<file path="src/rtl/ctrl_pkg.sv">
// Shared types and opcode constants for the multi-cycle control unit.
package ctrl_pkg;

  typedef enum logic [2:0] {
    ST_FETCH  = 3'd0,
    ST_DECODE = 3'd1,
    ST_EXEC   = 3'd2,
    ST_MEM    = 3'd3,
    ST_WB     = 3'd4,
    ST_HALT   = 3'd5
  } state_t;

  typedef enum logic [3:0] {
    CL_NOP,
    CL_ALU_R,
    CL_ALU_I,
    CL_LOAD,
    CL_STORE,
    CL_BNE,
    CL_BEQ,
    CL_LI,
    CL_JUMP,
    CL_HALT,
    CL_ILLEGAL
  } op_class_t;

  localparam logic [3:0] OP_NOP   = 4'd0;
  localparam logic [3:0] OP_ADD   = 4'd1;
  localparam logic [3:0] OP_SUB   = 4'd2;
  localparam logic [3:0] OP_AND   = 4'd3;
  localparam logic [3:0] OP_OR    = 4'd4;
  localparam logic [3:0] OP_XOR   = 4'd5;
  localparam logic [3:0] OP_ADDI  = 4'd6;
  localparam logic [3:0] OP_ANDI  = 4'd7;
  localparam logic [3:0] OP_ORI   = 4'd8;
  localparam logic [3:0] OP_LOAD  = 4'd9;
  localparam logic [3:0] OP_STORE = 4'd10;
  localparam logic [3:0] OP_BNE   = 4'd11;
  localparam logic [3:0] OP_BEQ   = 4'd12;
  localparam logic [3:0] OP_LI    = 4'd13;
  localparam logic [3:0] OP_JUMP  = 4'd14;
  localparam logic [3:0] OP_HALT  = 4'd15;

endpackage

</file>
<file path="src/rtl/opcode_class_decoder.sv">
// Combinational opcode to instruction-class map; anything above 15 is illegal.
module opcode_class_decoder
  import ctrl_pkg::*;
#(
  parameter int unsigned OPCODE_W = 4
) (
  input  logic [OPCODE_W-1:0] opcode,
  output op_class_t           op_class
);

  // Upper bits beyond the 4-bit opcode space flag an illegal instruction.
  always_comb begin
    op_class = CL_ILLEGAL;
    if ((opcode >> 4) == '0) begin
      case (opcode[3:0])
        OP_NOP:                                 op_class = CL_NOP;
        OP_ADD, OP_SUB, OP_AND, OP_OR, OP_XOR:  op_class = CL_ALU_R;
        OP_ADDI, OP_ANDI, OP_ORI:               op_class = CL_ALU_I;
        OP_LOAD:                                op_class = CL_LOAD;
        OP_STORE:                               op_class = CL_STORE;
        OP_BNE:                                 op_class = CL_BNE;
        OP_BEQ:                                 op_class = CL_BEQ;
        OP_LI:                                  op_class = CL_LI;
        OP_JUMP:                                op_class = CL_JUMP;
        OP_HALT:                                op_class = CL_HALT;
        default:                                op_class = CL_ILLEGAL;
      endcase
    end
  end

endmodule

</file>
<file path="src/rtl/multicycle_controller.sv">
// Multi-cycle fetch/decode/execute/memory/writeback control FSM with
// memory wait timeout, sticky trap flags and a retired-instruction counter.
module multicycle_controller
  import ctrl_pkg::*;
#(
  parameter int unsigned OPCODE_W = 4,
  parameter int unsigned WAIT_MAX = 15,
  parameter int unsigned CNT_W    = 16
) (
  input  logic                clk,
  input  logic                reset,
  input  logic [OPCODE_W-1:0] opcode,
  input  logic                zero,
  input  logic                mem_ready,
  output logic                mem_read,
  output logic                data_write,
  output logic                ir_write,
  output logic                pc_write,
  output logic                pc_src_branch,
  output logic                alu_src_imm,
  output logic                wb_sel_mem,
  output logic                reg_write,
  output logic                halted,
  output logic                illegal_op,
  output logic                timeout_err,
  output logic [2:0]          state,
  output logic [CNT_W-1:0]    instr_retired
);

  localparam int unsigned WAIT_W = $clog2(WAIT_MAX + 1);

  state_t            state_q;
  op_class_t         cls_q;
  op_class_t         dec_class;
  logic [WAIT_W-1:0] wait_cnt;
  logic              wait_last;

  opcode_class_decoder #(
    .OPCODE_W (OPCODE_W)
  ) u_decoder (
    .opcode   (opcode),
    .op_class (dec_class)
  );

  // The cycle that would bring the wait counter to WAIT_MAX without a ready.
  assign wait_last = (wait_cnt == WAIT_W'(WAIT_MAX - 1));

  // Sequencer: state, latched class, wait counter, sticky flags, retire count.
  always_ff @(posedge clk) begin
    if (reset) begin
      state_q       <= ST_FETCH;
      cls_q         <= CL_NOP;
      wait_cnt      <= '0;
      illegal_op    <= 1'b0;
      timeout_err   <= 1'b0;
      instr_retired <= '0;
    end else begin
      wait_cnt <= '0;
      case (state_q)
        ST_FETCH: begin
          if (mem_ready) begin
            state_q <= ST_DECODE;
          end else if (wait_last) begin
            state_q     <= ST_HALT;
            timeout_err <= 1'b1;
          end else begin
            wait_cnt <= wait_cnt + WAIT_W'(1);
          end
        end
        ST_DECODE: begin
          cls_q <= dec_class;
          case (dec_class)
            CL_NOP: begin
              state_q       <= ST_FETCH;
              instr_retired <= instr_retired + CNT_W'(1);
            end
            CL_HALT: begin
              state_q       <= ST_HALT;
              instr_retired <= instr_retired + CNT_W'(1);
            end
            CL_ILLEGAL: begin
              state_q    <= ST_HALT;
              illegal_op <= 1'b1;
            end
            default: state_q <= ST_EXEC;
          endcase
        end
        ST_EXEC: begin
          case (cls_q)
            CL_BEQ, CL_BNE, CL_JUMP: begin
              state_q       <= ST_FETCH;
              instr_retired <= instr_retired + CNT_W'(1);
            end
            CL_LOAD, CL_STORE: state_q <= ST_MEM;
            default:           state_q <= ST_WB;
          endcase
        end
        ST_MEM: begin
          if (mem_ready) begin
            if (cls_q == CL_LOAD) begin
              state_q <= ST_WB;
            end else begin
              state_q       <= ST_FETCH;
              instr_retired <= instr_retired + CNT_W'(1);
            end
          end else if (wait_last) begin
            state_q     <= ST_HALT;
            timeout_err <= 1'b1;
          end else begin
            wait_cnt <= wait_cnt + WAIT_W'(1);
          end
        end
        ST_WB: begin
          state_q       <= ST_FETCH;
          instr_retired <= instr_retired + CNT_W'(1);
        end
        ST_HALT: state_q <= ST_HALT;
        default: state_q <= ST_FETCH;
      endcase
    end
  end

  // Datapath controls decoded from the current state and latched class.
  always_comb begin
    mem_read      = 1'b0;
    data_write    = 1'b0;
    ir_write      = 1'b0;
    pc_write      = 1'b0;
    pc_src_branch = 1'b0;
    alu_src_imm   = 1'b0;
    wb_sel_mem    = 1'b0;
    reg_write     = 1'b0;
    case (state_q)
      ST_FETCH: begin
        mem_read = 1'b1;
        ir_write = mem_ready;
        pc_write = mem_ready;
      end
      ST_EXEC: begin
        alu_src_imm = (cls_q == CL_ALU_I) || (cls_q == CL_LI) ||
                      (cls_q == CL_LOAD)  || (cls_q == CL_STORE);
        case (cls_q)
          CL_BEQ: begin
            pc_write      = zero;
            pc_src_branch = 1'b1;
          end
          CL_BNE: begin
            pc_write      = ~zero;
            pc_src_branch = 1'b1;
          end
          CL_JUMP: begin
            pc_write      = 1'b1;
            pc_src_branch = 1'b1;
          end
          default: ;
        endcase
      end
      ST_MEM: begin
        mem_read   = (cls_q == CL_LOAD);
        data_write = (cls_q == CL_STORE);
      end
      ST_WB: begin
        reg_write  = 1'b1;
        wb_sel_mem = (cls_q == CL_LOAD);
      end
      default: ;
    endcase
  end

  assign halted = (state_q == ST_HALT);
  assign state  = state_q;

endmodule

</file>
<file path="config.mk">
export PLATFORM = sky130hd
export DESIGN_NAME = multicycle_controller
export DESIGN_NICKNAME = d
export VERILOG_FILES = /design/src/rtl/ctrl_pkg.sv /design/src/rtl/opcode_class_decoder.sv /design/src/rtl/multicycle_controller.sv
export SDC_FILE = /design/constraint.sdc
export NUM_CORES = 1
export LEC_CHECK = 0
export ABC_AREA = 1
export CORE_ASPECT_RATIO = 0.9
export CORE_MARGIN = 5
export CORE_UTILIZATION = 55
export CTS_CLUSTER_SIZE = 30
export DETAILED_ROUTE_END_ITERATION = 12
export MAX_ROUTING_LAYER = met4
export PLACE_DENSITY = 0.84
export SYNTH_ARGS = -nofsm -noshare
export SYNTH_HDL_FRONTEND = slang
export SYNTH_HIERARCHICAL = 1
export SYNTH_SLANG_ARGS = --single-unit
</file>
<file path="constraint.sdc">
create_clock -name clk -period 3.9 [get_ports clk]
set_clock_uncertainty 0.2 [all_clocks]
set_input_delay 0.78 -clock clk [delete_from_list [all_inputs] [get_ports clk]]
set_output_delay 0.78 -clock clk [all_outputs]
set_load 0.02 [all_outputs]
</file>
### Drive-strength map, run 1

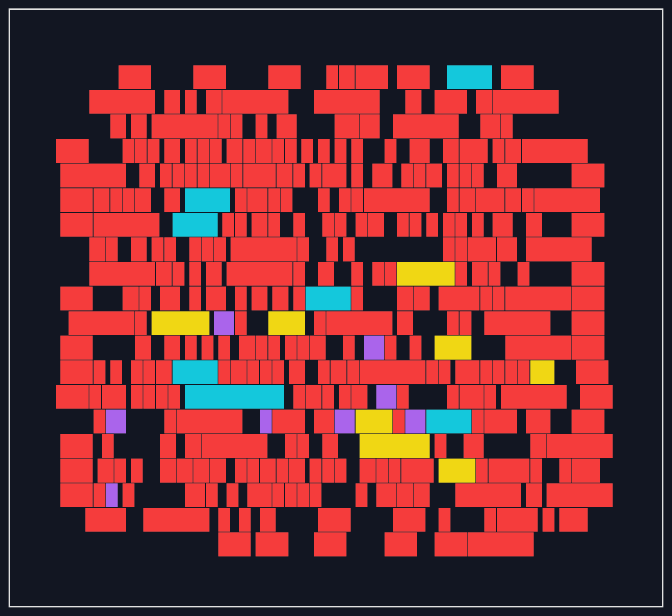
x1 and smaller -> red  # cells 320
x2 -> purple  # cells 8
x6 and larger -> cyan  # cells 7
x3 and x4 -> yellow  # cells 8
area growth from synthesis to layout: 27.1%
Final Cell Area: 2430 um^2
number of buffers other than clock buffers in the final layout: 38
final setup slack of the worst path: 747 ps

### Logic cells by family, run 1

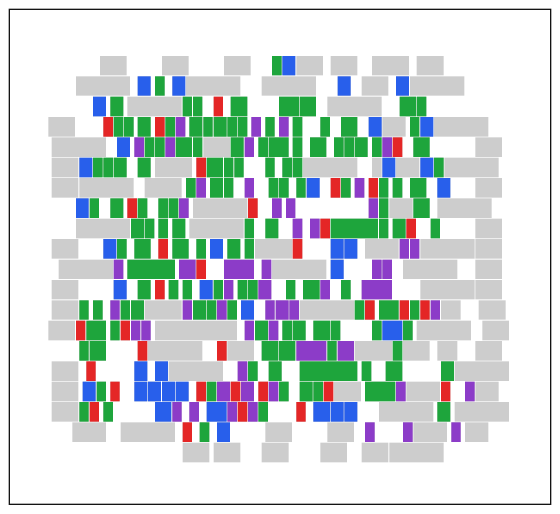
inv cells -> red  # cells 33
aoi and oai cells -> blue  # cells 37
nand cells -> green  # cells 134
nor cells -> purple  # cells 54

==> notes.md, run 1 <==
Results of an implementation run.

The most critical setup path has its endpoint at pc_write. The dominant cell type by area after synthesis is sky130_fd_sc_hd__dfxtp_1. The area fraction in xor and xnor cells is 2.29%. The net switching power figure is 0.000265 W. The number of flip-flops and latches in the synthesized netlist is 29. The global-route wire length before repair is 8330 um. The worst pin sits at a relative slew slack of 74.2%. The kind of cell adding the most delay to the critical path is buffers and inverters.

Summing all multi-input logic gate instances after layout gives 1170 um^2. The peak fanout along the critical path is 6. The filler-free cell count of the finished design is 387. The post-CTS setup buffer count is 0. The number of failing hold endpoints at the final stage is 0. The biggest combinational cell group after synthesis is simple AND/OR/NAND/NOR gates. The number of well-tap cells placed is 44. The final layout report lists a filler cell count of 299. The main area contributors are sky130_fd_sc_hd__dfxtp_1 30%, sky130_fd_sc_hd__nand2_1 17%, sky130_fd_sc_hd__nor2_1 8.8%. The insertion delay of the later-clocked pin in the worst-skew pair is 290 ps. The routability congestion estimate is 0.851. The buffer type at the clock tree root is sky130_fd_sc_hd__clkbuf_8. The met3 routed wirelength is 358 um. The commonest cells after synthesis are 84 x sky130_fd_sc_hd__nand2_1, 45 x sky130_fd_sc_hd__nor2_1, 31 x sky130_fd_sc_hd__inv_1, 29 x sky130_fd_sc_hd__dfxtp_1, 24 x sky130_fd_sc_hd__nand3_1. The beginning of the worst hold path is wait_cnt[0]. Input and output buffers added on the ports amount to 37. The flip-flop count of the largest register, all copies and words added is 16. The flop-to-flop setup slack is 1950 ps. The multi-input gate share of total cell area is 48.4%.

The instance area at placement is 2310 um^2. The clock sink count is 29. The number of antenna cells inserted is 0. The met2 wire length is 2130 um.

Per the cell usage report, the commonest logic cell in the layout is sky130_fd_sc_hd__nand2_1. The share of post-route cells with drive strength above 1 is 6.71%. The sum of routed wire segments on met1 is 2230 um. For reference, the final report shows the max-slew violation count at 0. The number of global-route vias before repair is 1892. The most common logic cells in the final layout are 84 x sky130_fd_sc_hd__nand2_1, 45 x sky130_fd_sc_hd__nor2_1, 37 x sky130_fd_sc_hd__clkdlybuf4s50_1, 31 x sky130_fd_sc_hd__inv_1, 29 x sky130_fd_sc_hd__dfxtp_1. The worst path arrival time is 2170 ps. The required time of the critical path is 2920 ps. At the pin with the least slew margin, the transition time is 386 ps. The area fraction of the largest cell type after synthesis is 30.4%. The cell depth of the worst hold path is 1. For the clock group, total power comes out at 0.000330 W. The synthesized area divided by synthesized cell count is 6.33 um^2. Summing all flip-flop and latch instances after layout gives 581 um^2. The die covers 4750 um^2.

In the synthesized netlist, the number of instances is 302. The most repeated cell in the gate-level netlist after synthesis is sky130_fd_sc_hd__nand2_1. Combinational power for this build is 0.000193 W. The layout report gives the register share of total cell area as 23.9%. The count of max-cap constraint violations is 0.

Signal nets in the final route climb as high as met4. The share of the Yosys chip area taken by registers is 30.4%. The combined area of all synthesized cells is 1910 um^2. The number of antenna violations at the first check in global routing came to 0. The timing report shows the most common cell along the critical path to be sky130_fd_sc_hd__clkdlybuf4s50_1. Per STA, the worst path is made up of clkdlybuf4s50_1 > inv_1 > o22ai_1 > clkdlybuf4s50_1.

The largest part of the power goes to registers. Per the synth stats, the proportion of register bits with asynchronous set or reset is 0%. The detailed router finished its first iteration with 146 violations.

The number of remaining DRC errors is 0. Per the detail_route report, the via count comes to 2071. In the final layout, excluding clock inverters the inverter count is 33. The portion of the layout cell area used by non-clock buffers is 15.6%. The buffer and inverter count on the worst path is 3. Setup repair after global routing left no endpoint under its margin. The clock passes through at most 2 buffers.

The synthesized chip area reported by yosys is 1910 um^2. The report puts the cell count of the worst reg-to-reg path at 7. Cells fill 72.4% of the core in the end. Subtracting the final worst setup slack from the clock period gives 3150 ps. In the CTS report, the clock slew at the register clock pins of the worst setup and hold paths is listed as 70 ps.

The run finished with clean final reports. The die is 65.9 um tall. The multiplexer share of the synthesized area is 0%.

The critical path's slowest stage uses the library cell sky130_fd_sc_hd__clkdlybuf4s50_1. The final worst hold slack is 260 ps.
### Routing congestion map, run 1

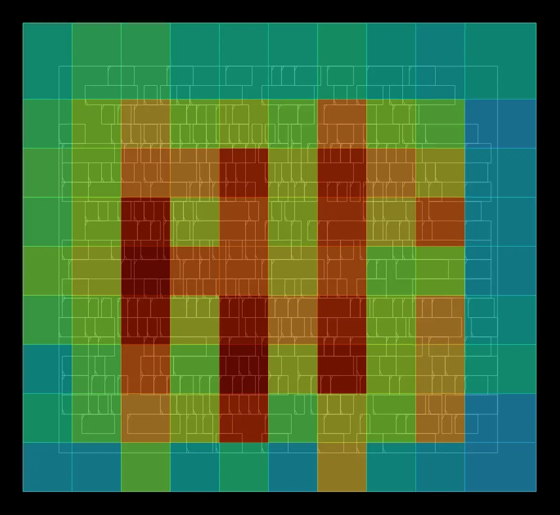
overall track demand over capacity in global routing: 22.9%
met3 Track Usage GR: 4.10%

### Routed metal, one colour a layer, run 1

Two of the layers only.
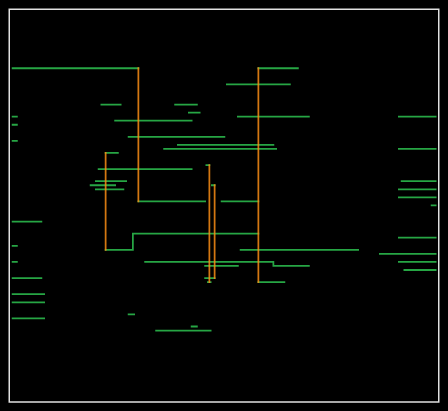
M4 -> orange  # wire length 110 um
M3 -> green  # wire length 359 um

### Where the registers sit, run 1

Bar = 20 um. Other sequential cells in the stronger grey, the rest of the logic in the fainter grey.
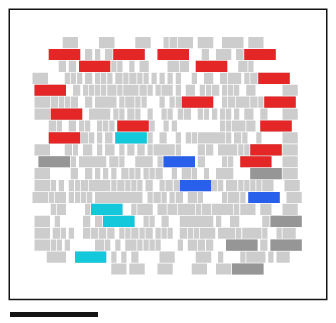

==> run 2: changes to the inputs <==
CORE_UTILIZATION = 52   (was 55)
PLACE_DENSITY = 0.8   (was 0.84)
clock period = 3.3 ns   (was 3.9 ns; I/O delays follow)
### Where the registers sit, run 2

Bar = 20 um. Other sequential cells in the stronger grey, the rest of the logic in the fainter grey.
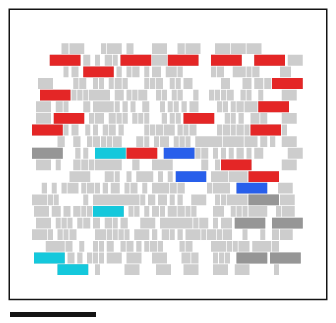
`instr_retired` -> red  # sequential cells 16
`state` -> blue  # sequential cells 3
`cls_q` -> cyan  # sequential cells 4, where bottom left

### Routing congestion map, run 2

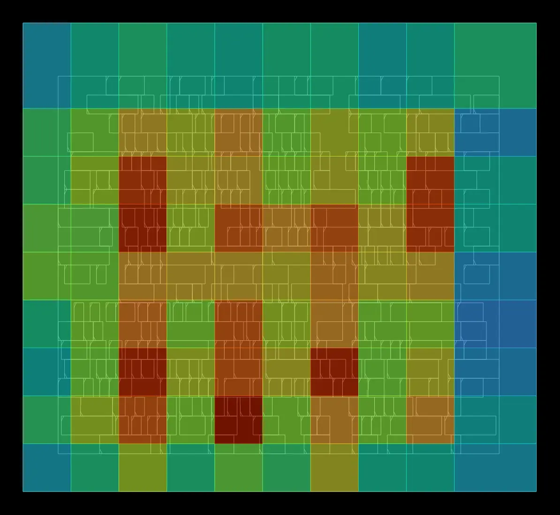
Core Util, Final: 70.3%
GRT busiest layer: met2
met3 Track Usage GR: 3.57%

==> run 2 against run 1 <==
Compared with the run above:
- flip-flop count unchanged
- area after synthesis unchanged
- die area increased by 4.9%
- design area unchanged
- register-to-register slack got worse by 590 ps
- final cell count unchanged
- worst setup slack got worse by 330 ps
- critical path depth increased by 1
- clock-buffer cell count unchanged
- global-route usage decreased by 1.9 points
- hold slack improved by 10 ps
- wire length decreased by 3.1%
- critical endpoint unchanged
- largest power group unchanged
- highest routed layer unchanged
==> notes.md, run 2 <==
Results of an implementation run.

The library cells used most frequently in the layout, excluding fill and tap cells, are 84 x sky130_fd_sc_hd__nand2_1, 45 x sky130_fd_sc_hd__nor2_1, 37 x sky130_fd_sc_hd__clkdlybuf4s50_1, 31 x sky130_fd_sc_hd__inv_1, 29 x sky130_fd_sc_hd__dfxtp_1. The cell depth of the worst hold path is 1. The buffer levels on the longest clock path is 2. The portion of the layout cell area used by non-clock buffers is 15.6%. The post-route netlist has 6.71% of its cells at a drive strength greater than 1. The first global-routing pass estimated 7980 um of wire. The synthesized chip area reported by yosys is 1910 um^2. The number of global-route vias before repair is 1783.

The beginning of the worst hold path is wait_cnt[0]. The height of the chip is 67.5 um. The logic area is 1170 um^2. Leaving out the clock tree, the finished layout contains an inverter count of 33.

The post-synthesis sequential area ratio is 30.4%. After technology mapping, the gate count stands at 302. The flip-flop count of the largest register, all copies and words added is 16. The filler-free cell count of the finished design is 387.

The fraction of registers with async set/reset is 0%. The group that draws the most power in this run is registers. The final layout report lists a non-clock buffer count of 38.

The flow inserted 44 tap cells. At the later pin of the worst-skew pair, clock insertion delay measures 280 ps. The power in the clock group is 0.000385 W. Detailed routing placed a total of 2030 um of wire on met2. In this run the cell area measured after placement is 2310 um^2. The most frequent standard cell in the layout excluding fill and tap cells is sky130_fd_sc_hd__nand2_1.

The number of antenna violations at the first check in global routing came to 0. The sum of routed wire segments on met1 is 2390 um. The worst setup path endpoint is pc_write. The routability congestion estimate is 0.837. The number of flip-flops and latches in the synthesized netlist is 29.

The count of filler cells inserted in the layout is 324. The main area contributors are sky130_fd_sc_hd__dfxtp_1 30%, sky130_fd_sc_hd__nand2_1 17%, sky130_fd_sc_hd__nor2_1 8.8%. For this design, the slowest cell found on the critical path is sky130_fd_sc_hd__clkdlybuf4s50_1. The number of failing hold endpoints at the final stage is 0. Per the OpenROAD floorplan log, the area of the die is 4990 um^2. The flop-to-flop setup slack is 1360 ps. The fraction of cell area in multi-input combinational cells is reported as 48.4%.

The critical path in the final layout is reported with a setup slack of 414 ps. The total via count in the routed design is 2019. The biggest combinational cell group after synthesis is simple AND/OR/NAND/NOR gates. For the finished layout, the period the worst path requires is 2890 ps.

Summed over all nets, the switching power comes to 0.000310 W. Counting both buffers and inverters, the worst setup path holds a total of 2. Per the run summary, max-cap violations total 0.

The depth of the most critical reg-to-reg path is 7. Setup repair after global routing left no endpoint under its margin. The flow ran to the end, and the final reports show no timing, DRC or antenna violations. The worst path arrival time is 2030 ps. Among the stages of the critical path, the cell type that occurs most often is sky130_fd_sc_hd__clkdlybuf4s50_1. The uppermost signal routing layer after detailed routing is met4. The met3 routed wirelength is 198 um. The area growth from synthesis to layout is 27.1%. The number of violations reported at the end of detailed-routing iteration 0 is 103. Of the post-synthesis cell area, the dominant cell type holds 30.4%. After synthesis, the most frequently instantiated cells are 84 x sky130_fd_sc_hd__nand2_1, 45 x sky130_fd_sc_hd__nor2_1, 31 x sky130_fd_sc_hd__inv_1, 29 x sky130_fd_sc_hd__dfxtp_1, 24 x sky130_fd_sc_hd__nand3_1. The area fraction in xor and xnor cells is 2.29%. The transition time recorded at the tightest slew-check pin is 361 ps. The number of antenna cells inserted is 0.

The multiplexer share of the synthesized area is 0%. The dominant cell type by area after synthesis is sky130_fd_sc_hd__dfxtp_1. The required time of the critical path is 2440 ps. The clock edge transition at the registers on the reported setup and hold paths is 60 ps.

The report lists the cells along the critical path as clkdlybuf4s50_1 > o21ai_0 > a21oi_1 > o22ai_1 > clkdlybuf4s50_1.
### Drive-strength map, run 2

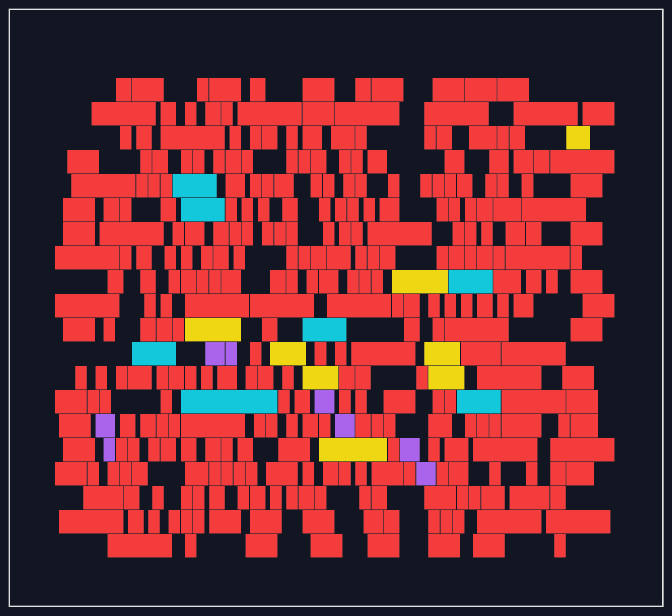

==> run 3: changes to the inputs <==
CELL_PAD_IN_SITES_DETAIL_PLACEMENT = 0   (was unset)
CELL_PAD_IN_SITES_GLOBAL_PLACEMENT = 1   (was unset)
CORE_UTILIZATION = 35   (was 52)
PLACE_DENSITY = unset   (was 0.8)
PLACE_DENSITY_LB_ADDON = 0.1   (was unset)
### Drive-strength map, run 3

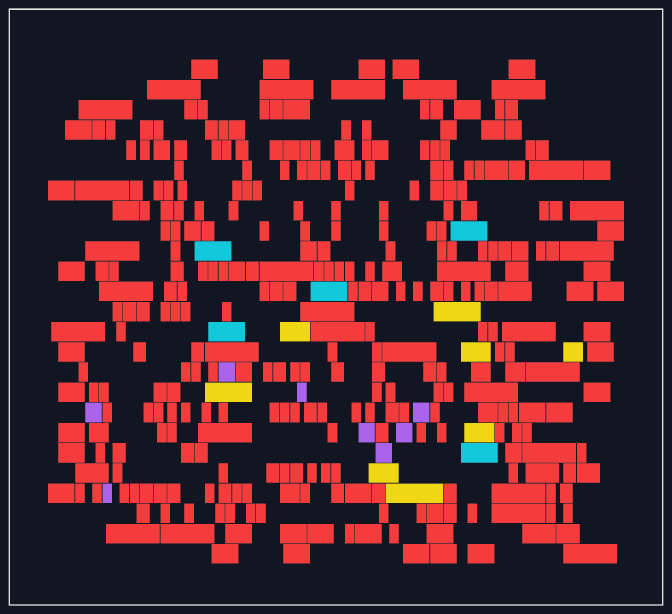
x1 and smaller -> red  # cells 322
x3 and x4 -> yellow  # cells 8
x6 and larger -> cyan  # cells 5
x2 -> purple  # cells 8

==> run 3 against run 2 <==
Compared with the run above:
- clock-buffer cell count rose by 1
- largest power group unchanged
- maximum frequency fell by 0.43%
- largest cell class unchanged
- critical path type unchanged
- hold slack barely moved
==> notes.md, run 3 <==
Results of an implementation run.

The flow ran to the end, and the final reports show no timing, DRC or antenna violations. Looking at the area split, the leading class of cells is logic gates. The die covers 7040 um^2. The instance area at placement is 2340 um^2. The number of antenna violations at the first check in global routing is 0. 0 antenna diodes ended up in the layout. For the worst setup path, the data required time is 2440 ps. The busiest metal layer after global routing is met1. The number of flip-flops and latches in the synthesized netlist is 29. The clock edge transition at the registers on the reported setup and hold paths is 60 ps. The number of nets at the end of the flow is 354. For met2 alone, demand over resource in global routing was 21.2%. The peak fanout along the critical path is 6. TritonCTS reports the number of clock sinks as 29.

The combinational gate count is 235. The max-slew violation total from the final report is 0. STA classifies the critical path endpoint as an output port. For this run, global-route usage on met3 was measured as 3.18%. The post-placement setup slack is 408 ps. The endpoint identified for the worst register-to-register timing path is instr_retired[1]. On the critical path the data arrives at 2040 ps.

The final hold violation count recorded for this run is 0. The number of distinct library cells after synthesis is 30. Counting cells, the worst reg-to-reg path comes to 7. The post-detailed-placement half-perimeter wirelength is 3790 um.

Sorting the synthesis cell report by count puts at the top sky130_fd_sc_hd__nand2_1. The beginning of the worst hold path is wait_cnt[0]. The buffer type at the clock tree root is sky130_fd_sc_hd__clkbuf_8.

By count the netlist is led by 84 x sky130_fd_sc_hd__nand2_1, 45 x sky130_fd_sc_hd__nor2_1, 31 x sky130_fd_sc_hd__inv_1, 29 x sky130_fd_sc_hd__dfxtp_1, 24 x sky130_fd_sc_hd__nand3_1. The kind of cell adding the most delay to the critical path is buffers and inverters. Entering global routing, the biggest net connects 20 pins. After detailed routing, no signal wire sits above met4. The synthesized netlist devotes 46.1% of its cell area to simple gates. Power spread over the standard cell area amounts to 374 nW/um^2. The number of violations reported at the end of detailed-routing iteration 0 is 126. Per the placement log, port buffering inserted 37 buffers. The global-route wire length before repair is 8600 um.

The power report lists the combinational group at 0.000231 W. The height of the chip is 80.1 um. The first detailed-routing pass ran for 4 iterations.

The biggest combinational cell group after synthesis is simple AND/OR/NAND/NOR gates. The final core utilization is 45.8%. sky130_fd_sc_hd__dfxtp_1 takes more of the synthesized area than any other cell. The top-level I/O count is 38.

In the post-route analysis, the smallest setup slack over all paths is 402 ps. The layout has 579 filler cells. The number of nets in the synthesized netlist is 314. The total number of placement rows is 25.

Synthesis handed over a netlist of 302 instances. The number of enable-type register cells in the synthesized netlist is 0. The final standard cell area without fillers is 2420 um^2. According to the timing report, the critical path is launched from mem_ready. The insertion delay of the later-clocked pin in the worst-skew pair is 280 ps. The combined area of all synthesized cells is 1910 um^2. The routed design uses 2040 um of met2 wire.

Per the layout area report, the combinational gate area comes to 1170 um^2. The floorplan step set the die width to 87.9 um. The portion of the layout cell area used by non-clock buffers is 15.6%.

After synthesis, flip-flops and latches occupy 30.4% of the total area. The share of post-route cells with drive strength above 1 is 6.12%. In this run switching power makes up 33.7% of total power. Per STA, the library cell used most along the worst path is sky130_fd_sc_hd__clkdlybuf4s50_1. Looking at the max-slew report, the worst-margin pin has a slew of 408 ps. Setup violations remaining at the end of the flow were counted as 0. The count of warnings emitted by yosys is 6. The buffer and inverter count on the worst path is 3. The share of synthesized area in the top cell type comes to 30.4%.

The number of remaining DRC errors is 0. The clock share of power is 31.1%. The prevailing post-synth register cell is sky130_fd_sc_hd__dfxtp_1. In this run the maximum-capacitance check reported violations numbering 0. The final critical-path share of the clock period is 87.8%.

The total placed cells including tap cells is 402. The multiplexer share of the synthesized area is 0%. The leakage power figure is 0.941 nW. Yosys reported that registers with async set or reset make up 0%.

The top cell type in the final layout, fill and taps aside, is sky130_fd_sc_hd__nand2_1. The worst setup path category is in -> out. Across the whole layout, storage elements account for 581 um^2.

The worst register-to-register path begins at state[2]. The cell type of the slowest stage on the worst timing path is sky130_fd_sc_hd__clkdlybuf4s50_1. The number of global-route vias before repair was 1747. The synthesis report lists the most area-consuming cells as sky130_fd_sc_hd__dfxtp_1 30%, sky130_fd_sc_hd__nand2_1 17%, sky130_fd_sc_hd__nor2_1 8.8%. The number of well-tap cells placed is 67. Measured on the final layout, the clock distribution area share stands at 3.31%. The power in the clock group is 0.000281 W. The filler-free cell count of the finished design is 410. TritonCTS built the clock tree. Listed in order, past its start point the critical path passes clkdlybuf4s50_1 > inv_1 > o22ai_1 > clkdlybuf4s50_1.

The sum of routed wire segments on met1 is 2690 um. For this run the aggregate overflow at the end of global routing stands at 0. The hold path endpoint is wait_cnt[0]. In this run the layout overhead on the synthesized area is reported as 26.7%.

The share of total power dissipated in combinational logic is 25.6%. The worst setup path endpoint is pc_write. The buffer levels on the longest clock path is 2. Each instance of the synthesized netlist takes up on average 6.33 um^2. In the global route stage, met1 resource usage came out at 23.9%. The register with the most flip-flops in the layout has 16 of them. Along the worst hold path, the cell count comes to 1. The library cells used most frequently in the layout, excluding fill and tap cells, are 84 x sky130_fd_sc_hd__nand2_1, 45 x sky130_fd_sc_hd__nor2_1, 37 x sky130_fd_sc_hd__clkdlybuf4s50_1, 31 x sky130_fd_sc_hd__inv_1, 29 x sky130_fd_sc_hd__dfxtp_1. The final power report lists total power as 0.000904 W. Summing the areas of all fa, ha and maj instances in the mapped netlist gives 2.62% of the synthesized area.

In the synthesis report, Yosys lists the chip area as 1910 um^2. Setup repair after global routing left no endpoint under its margin. The clock H-tree reported by CTS has 2 levels. The final worst hold slack is 270 ps.

The met3 routed wirelength is 306 um. The post-CTS setup buffer count is 0. The group that draws the most power in this run is registers.

The net switching power figure is 0.000305 W. The multi-input gate share of total cell area is 48.5%. The flop-to-flop setup slack is 1310 ps. The post-synthesis share of cell area spent on and-or and or-and gates is 10.5%. The minimum clock period after layout is 2900 ps. The worst setup path is launched from a primary input. The area fraction in xor and xnor cells is 2.29%. The flop share of the area is 24.0%. The share of power burned in registers is 43.3%. For this run, the detailed router reports a per-instance via density of 4.94. The power report lists the sequential group at 0.000392 W. Leaving out the clock tree, the finished layout contains a buffer count of 38.

Leaving out the clock tree, the finished layout contains an inverter count of 33. The routability congestion estimate is 0.817. The worst slew margin relative to its limit is 72.7%. All stages included, the depth of the critical timing path comes to 4.
### Routed metal, one colour a layer, run 3

Two of the layers only.
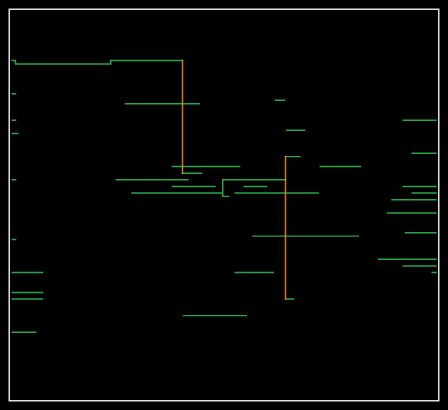
M4 -> orange  # wire length 52.4 um
M3 -> green  # wire length 306 um
post-detailed-route wirelength per cell: 12.4 um
overall track demand over capacity in global routing: 15.9%
Total Wirelength: 5090 um
number of vias in the routed layout: 2025

Power figures rest on the tool's default switching activity, not on a simulated workload.
